## src/rtl/if_fetch_stage.sv

```systemverilog
// Instruction fetch stage: PC, imem request, IF/ID register, stall hold buffer.
// Define DELAY_SLOT_EN to give taken branches a single delay slot.
module if_fetch_stage #(
  parameter logic [15:0] RESET_PC = 16'h0000,
  parameter logic [15:0] NOP_INST = 16'h0800
) (
  input  logic        clk,
  input  logic        rst,
  input  logic        PC_pause,
  input  logic        ii_pause,
  input  logic        branch_taken,
  input  logic [15:0] branch_target,
  input  logic        mem_conflict,
  output logic        imem_rd,
  output logic [15:0] imem_addr,
  input  logic        imem_ready,
  input  logic [15:0] imem_data,
  output logic [15:0] id_inst,
  output logic [15:0] id_pc,
  output logic        id_valid,
  output logic        fetch_busy
);

  typedef enum logic [1:0] {
    FETCH,
    WAIT,
    HOLD
  } state_t;

  state_t      state, state_n;
  logic [15:0] pc, pc_n;
  logic [15:0] buf_inst, buf_inst_n;
  logic [15:0] buf_pc, buf_pc_n;
  logic [15:0] inst_n, idpc_n;
  logic        valid_n;
  logic        stall, got, dlv;
  logic [15:0] dlv_inst, dlv_pc, pc_inc;
`ifdef DELAY_SLOT_EN
  logic        pend_v, pend_v_n;
  logic [15:0] pend_pc, pend_pc_n;
  logic        redirect;
  logic [15:0] tgt;
`endif

  assign stall      = PC_pause | ii_pause;
  assign imem_rd    = !rst && (state != HOLD) && !mem_conflict;
  assign imem_addr  = pc;
  assign fetch_busy = (state == WAIT);
  assign got        = imem_rd & imem_ready;
  assign pc_inc     = pc + 16'd1;

  // Next-state: deliver, buffer or bubble, then apply any redirect.
  always_comb begin
    state_n    = state;
    pc_n       = pc;
    buf_inst_n = buf_inst;
    buf_pc_n   = buf_pc;
    inst_n     = id_inst;
    idpc_n     = id_pc;
    valid_n    = id_valid;
    dlv        = 1'b0;
    dlv_inst   = imem_data;
    dlv_pc     = pc_inc;
`ifdef DELAY_SLOT_EN
    pend_v_n   = pend_v;
    pend_pc_n  = pend_pc;
    redirect   = pend_v | branch_taken;
    tgt        = pend_v ? pend_pc : branch_target;
`endif
    case (state)
      HOLD: begin
        if (!stall) begin
          dlv      = 1'b1;
          dlv_inst = buf_inst;
          dlv_pc   = buf_pc;
        end
      end
      default: begin
        if (got) begin
          if (!stall) begin
            dlv = 1'b1;
          end else begin
            buf_inst_n = imem_data;
            buf_pc_n   = pc_inc;
            state_n    = HOLD;
          end
        end else begin
          state_n = WAIT;
          if (!ii_pause) begin
            inst_n  = NOP_INST;
            valid_n = 1'b0;
          end
        end
      end
    endcase
    if (dlv) begin
      inst_n  = dlv_inst;
      idpc_n  = dlv_pc;
      valid_n = 1'b1;
      pc_n    = dlv_pc;
      state_n = FETCH;
    end
`ifdef DELAY_SLOT_EN
    if (redirect) begin
      if (dlv) begin
        pc_n     = tgt;
        pend_v_n = 1'b0;
      end else begin
        pend_v_n  = 1'b1;
        pend_pc_n = tgt;
      end
    end
`else
    if (branch_taken) begin
      pc_n       = branch_target;
      state_n    = FETCH;
      buf_inst_n = 16'h0000;
      buf_pc_n   = 16'h0000;
      inst_n     = NOP_INST;
      valid_n    = 1'b0;
    end
`endif
  end

  // State, PC, hold buffer and IF/ID registers.
  always_ff @(posedge clk) begin
    if (rst) begin
      state    <= FETCH;
      pc       <= RESET_PC;
      buf_inst <= 16'h0000;
      buf_pc   <= 16'h0000;
      id_inst  <= NOP_INST;
      id_pc    <= 16'h0000;
      id_valid <= 1'b0;
`ifdef DELAY_SLOT_EN
      pend_v   <= 1'b0;
      pend_pc  <= 16'h0000;
`endif
    end else begin
      state    <= state_n;
      pc       <= pc_n;
      buf_inst <= buf_inst_n;
      buf_pc   <= buf_pc_n;
      id_inst  <= inst_n;
      id_pc    <= idpc_n;
      id_valid <= valid_n;
`ifdef DELAY_SLOT_EN
      pend_v   <= pend_v_n;
      pend_pc  <= pend_pc_n;
`endif
    end
  end

endmodule

```

## config.mk

```make
export PLATFORM = sky130hd
export DESIGN_NAME = if_fetch_stage
export DESIGN_NICKNAME = d
export VERILOG_FILES = /design/src/rtl/if_fetch_stage.sv
export SDC_FILE = /design/constraint.sdc
export NUM_CORES = 1
export LEC_CHECK = 0
export CAP_MARGIN = 20
export CORE_MARGIN = 1
export CORE_UTILIZATION = 45
export DETAILED_ROUTE_END_ITERATION = 8
export PLACE_DENSITY = 0.76
export SLEW_MARGIN = 20
export SYNTH_ARGS = -nofsm -noshare
export SYNTH_HDL_FRONTEND = slang
export SYNTH_SLANG_ARGS = --single-unit
```

## constraint.sdc

```tcl
create_clock -name clk -period 1.65 [get_ports clk]
set_clock_uncertainty 0.05 [all_clocks]
set_input_delay 0.33 -clock clk [delete_from_list [all_inputs] [get_ports clk]]
set_output_delay 0.33 -clock clk [all_outputs]
set_load 0.02 [all_outputs]
```

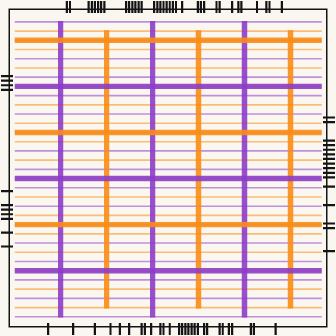
pdn.png
Pins as bars on the die edge.
| color | net |
|---|---|
| orange | VDD |
| purple | VSS |
rows: 32
signal pins: 90
met1 rails: 33
met4 straps: 6
met5 straps: 6

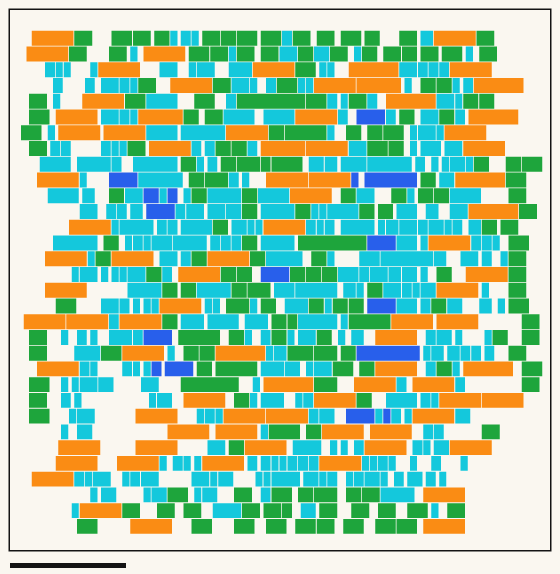
cell_classes.png
Scale bar: 20 um.
| color | class | cells |
|---|---|---|
| orange | flip-flops | 83 |
| blue | clock drivers and dummy loads | 16 |
| cyan | all other logic | 342 |
| green | other buffers and delay cells | 183 |

-- metal layers --
layer,up-vias,global-route usage (%)
li1,1937,-
met1,2013,35.77
met2,234,49.63
met5,-,0
met4,0,13.08
met3,67,3.577
-- state kept, by name, indices dropped and copies added, names as in the netlist --
register   flops
buf_inst      16
buf_pc        16
id_inst       16
id_pc         16
imem_addr     16
state          2
id_valid       1
-- through the flow --
step                cell area [um^2]  power [W]  hold slack [ps]  cells
CTS                             5694   0.004325            402.9    710
global route                    5983   0.004522            376.2    726
global placement                5190   0.002781            388.4    683
floorplan                       3792   0.002447            383.2    458
finish                          5983   0.004395            358.9    726
detailed placement              5190   0.002798            393.4    683
-- timing repair --
item,4_1_cts,5_1_grt
pin swaps,23,31
hold buffers,0,0
endpoints found under the setup margin,128,54
setup buffers,10,17
gates cloned,3,0
resized,110,43
==> impl_metrics.env <==
# source this file to load flow results
export IMPL_cts_tree="built"
export IMPL_arrival_ps=1990
export IMPL_outcome="finished with violations"
export IMPL_crit_path_end="id_pc[10]"
export IMPL_cts_buffers=9
export IMPL_placeableCoreArea_mm2=0.007888
export IMPL_ys_flop_type="dfxtp_1"
export IMPL_setup_violations=18
export IMPL_synth_xor_xnor_area_share_pct=3.037
export IMPL_ys_cells=458
export IMPL_worst_setup_path_start_kind="flip-flop"
export IMPL_peakVddDrop_mv=0.5057
export IMPL_antennaDiodeCount=0
export IMPL_topRoutingLayerUsed="met4"
export IMPL_min_path_type="input port to flip-flop"
export IMPL_design_seq_count=83
export IMPL_clock_power_w=0.00154
export IMPL_fin_ws_ps=-155.1
export IMPL_p_clk_share_pct=34.9
export IMPL_rsz0062_at_grt="true"
export IMPL_dominant_cells="combinational gates"
export IMPL_power_leader="sequential cells"
export IMPL_n_all_buffers=183
export IMPL_failed_checks="setup timing"
export IMPL_drive_above_1_share_pct=29.65
export IMPL_comb_share_pct=36.85
Power is estimated from default activity; no workload was simulated.
